pdn.png
Scale bar: 50 um. Pins as bars on the die edge.
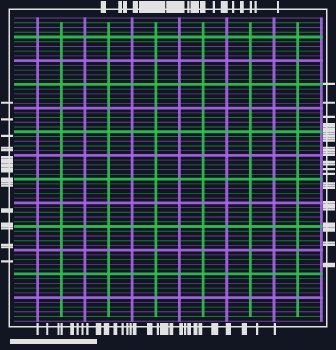
cell_classes.png
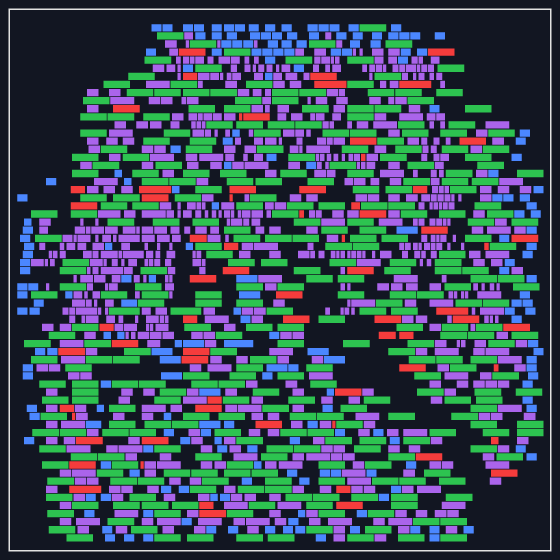
clock_map.png
Scale bar: 50 um.
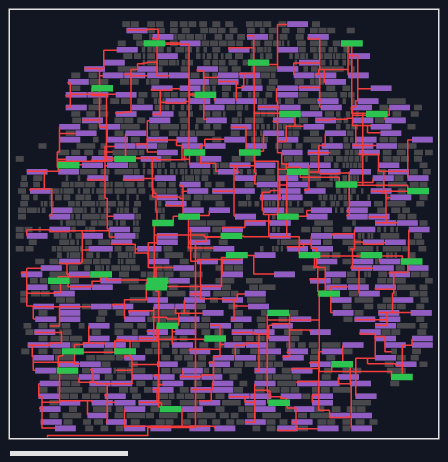
metal_stack.png
Scale bar: 50 um.
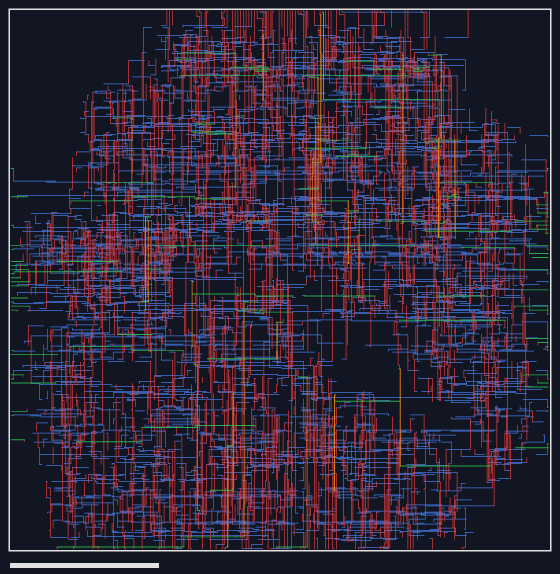
final_clocks.png
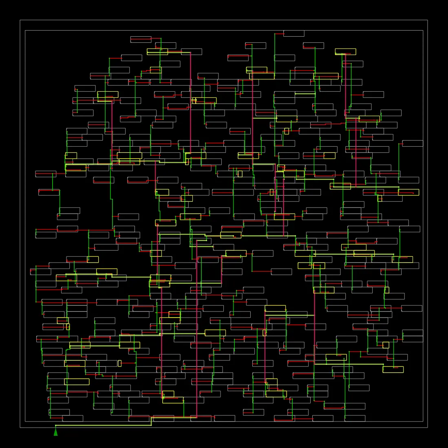
Design instr_fetch_unit_flat, sky130hd; sources not shown.
==> flow_summary_export.csv <==
group,metric,value,unit
outcome,outcome,"finished clean",
floorplanning,dieArea,32910,um^2
global_routing,grt_overflow,0,
layout,lay_top_count,"dfrtp_1",
critical_path,start_kind,"flop",
global_routing,grt_pass1_vias,10266,
clocking,cts_tree,"done",
final_timing,hold_viol,0,
critical_path,arrival,2590,ps
final_timing,fmaxAchievable,345.1,MHz
final_timing,min_period,2898,ps
job,cap_violations,0,
critical_path,ff2ff_path_depth,11,
routing,drtIter0Drc,607,
synthesis,ys_area,15420,um^2
hold_path,hold_depth,2,
routing,drc_errors,0,
clocking,htree_levels,2,
synthesis,syn-cell-area,15420,um^2
clocking,cts_root_buffer,"clkbuf_16",
critical_path,cpMaxStageDelayCell,"dfrtp_4",
layout,n_fill_cell,2315,
routing,dr.pass1.iters,5,
synthesis,ys_cells,1096,
layout,drive_gt1_share,34.79,%
synthesis,syn_avg_cell_area,14.07,um^2
final_timing,finalClockPeriodUsage,95.02,%
layout,nets,1364,
critical_path,cp_cell_sequence,"buf_4, mux4_2, clkdlybuf4s50_1",
hold_path,hp-class,"in -> reg",
critical_path,critPathMaxFanout,25,
critical_path,rrSetupSlack,160,ps
placement,io_buffers,168,
clocking,clockBufferDepth,3,
synthesis,edf_count,0,
global_routing,antenna_found_initial,0,
critical_path,critPathRequiredTime,2740,ps
global_routing,grt_pass1_wl,56.65,mm
layout,final_cell_mix,"332 x dfrtp_1, 274 x mux2_2, 166 x clkdlybuf4s50_1",
power_and_ir_drop,power.density,962.0,nW/um^2
layout,areaGrowthSynthToFinish,24.23,%
floorplanning,ios,169,
final_timing,fin_tns_setup,0,ps
placement,gp_congestion,0.8682,
clocking,clk_pin_slew_worst_paths,60,ps
clocking,cts_made_buffers,37,
final_timing,slew_viol_final,0,
routing,post_drt_via_cell_ratio,5.714,
final_timing,worstMarginPinSlew,1230,ps
layout,seqCellArea,8366,um^2
placement,hpwl,23.13,mm
synthesis,yosysSeqAreaShare,54.19,%
clocking,clock-sinks,334,
final_timing,setup_viol,0,
synthesis,fp_nets,1186,
synthesis,synth_cells,1096,
final_timing,setup_slack,151.9,ps
floorplanning,initial_core_util,50.03,%
job,warnings,33,
layout,comb_area,6768,um^2
final_timing,rsz0062_at_grt,"false",
routing,antenna_left,0,
placement,dpl_cell_area,17780,um^2
critical_path,cp-end-kind,"primary output",
routing,drt-wirelength-per-cell,20.53,um
synthesis,ys.flops,334,
critical_path,slowest_delay,690,ps
synthesis,synth-warning-count,0,
synthesis,synth_cell_types,44,
critical_path,crit_type,"reg -> out",
placement,post-place-ws,79.02,ps
synthesis,async_flop_share,100.0,%
layout,diodes,0,
final_timing,slew_headroom,18.00,%
synthesis,ff_type,"dfrtp_1",
power_and_ir_drop,leakagePower,0.008637,uW
global_routing,grt_start_max_net_pins,187,
-- pdn.png (at the start) --
VSS -> purple
VDD -> green
met5 straps = 12
rows = 64
met4 straps = 13
Die H: 181.4 um
Max VDD drop: 0.5894 mV
die width: 181.4 um

-- cell_classes.png (at the start) --
other buffers and delay cells -> blue  # cells 205, share of their area 11%
flip-flops -> green  # cells 334, share of their area 45%
clock drivers and dummy loads -> red  # cells 67, share of their area 7.1%
all other logic -> purple  # cells 696, share of their area 37%
# rows: 64
Final Cell Area: 19160 um^2
CORE AREA: 30830 um^2

-- clock_map.png (at the start) --
cells driving clock nets -> green  # count 37
flip-flops -> purple  # count 334
clock wires -> red  # length 4140 um
routed clock nets = 38
flops lie = spread over the die
P_clk: 4740 uW
Clock power frac: 25.7%
Latency at later pin: 520 ps
clock skew: 18.17 ps

-- metal_stack.png (at the start) --
met3 -> green  # wire length 1310 um
met2 -> red  # wire length 17700 um
met4 -> orange  # wire length 895 um
met1 -> blue  # wire length 15000 um
total wire length: 34.86 mm
via count: 9703
All-Layer GR Usage: 21.76%

-- final_clocks.png (at the start) --
flip-flops: 334
CLK BUF: 54

[timing repair]
item | in CTS | in global routing
gates cloned | 0 | 0
setup buffers | 1 | 0
pin swaps | 0 | 1
hold buffers | 1 | 0
endpoints found under the hold margin | 66 | 0
gates resized | 0 | 1
endpoints found under the setup margin | 15 | 1
[where the power goes]
group	internal (uW)	switching, uW	leakage [uW]
clock network	2940	1800	0.000647
registers	5960	989	0.00432
logic	3570	3170	0.00367
total	12500	5960	0.00864
[through the flow]
step                      power (uW)  utilization, %  hold slack [ps]  cells
final                          18430           62.15            445.0   1698
after global routing           19360           62.15            459.2   1698
after CTS                      18610           62.05            442.1   1697
after detailed placement       13780           57.69            469.1   1628
after global placement         13550           57.69            456.4   1628
after floorplan                11270               -            9.409   1096
[cells in the mapped netlist (2+ instances only)]
| master | count | area [um^2] |
|---|---|---|
| a21oi_1 | 19 | 95.09 |
| a31oi_1 | 13 | 81.33 |
| and2_1 | 4 | 25.02 |
| and3_1 | 14 | 87.58 |
| and4_1 | 2 | 17.52 |
| buf_1 | 22 | 82.58 |
| buf_2 | 13 | 65.06 |
| buf_4 | 2 | 15.01 |
| clkbuf_1 | 28 | 105.1 |
| dfrtp_1 | 334 | 8358 |
| fa_1 | 3 | 60.06 |
| ha_1 | 17 | 212.7 |
| inv_1 | 18 | 67.56 |
| mux2_2 | 274 | 3085 |
| mux2i_1 | 2 | 20.02 |
| mux4_2 | 64 | 1441 |
| nand2_1 | 48 | 180.2 |
| nand3_1 | 22 | 110.1 |
| nand4_1 | 27 | 168.9 |
| nor2_1 | 34 | 127.6 |
| nor2b_1 | 2 | 12.51 |
| nor3_1 | 6 | 30.03 |
| nor4_1 | 3 | 18.77 |
| nor4_4 | 2 | 42.54 |
| o21ai_0 | 32 | 160.2 |
| or3_1 | 12 | 75.07 |
| xnor2_1 | 43 | 376.6 |
| xor2_1 | 20 | 175.2 |
[metal layers]
layer / up-vias / part of all wire, % / track usage, %
li1: 4370 / - / -
met1: 5052 / 43 / 29.23
met2: 218 / 51 / 37.35
met3: 63 / 3.8 / 2.768
met4: 0 / 2.6 / 6.407
met5: - / 0 / 0
[logic make-up after synthesis]
logic type | after synthesis | synth area share, %
flops | 334 | 54.19
buf+inv | 85 | 2.231
xor+xnor | 63 | 3.578
fa+ha+maj | 20 | 1.768
simple gates | 187 | 6.417
mux | 340 | 29.48
compound gates | 67 | 2.336
[critical path, delay by kind of cell (launching register included)]
| kind | cells | cell delay [ps] |
|---|---|---|
| DFF | 1 | 690 |
| muxes | 1 | 340 |
| buffers and inverters | 2 | 1040 |
[cell type report]
type,instances,share of cell area [%]
Clock buffer,54,5.740
Multi-Input combinational cell,677,35.32
Inverter,19,0.3722
Tap cell,396,2.586
Clock inverter,13,1.143
Sequential cell,334,43.66
Timing Repair Buffer,205,11.18
Power and IR drop assume default switching activity.
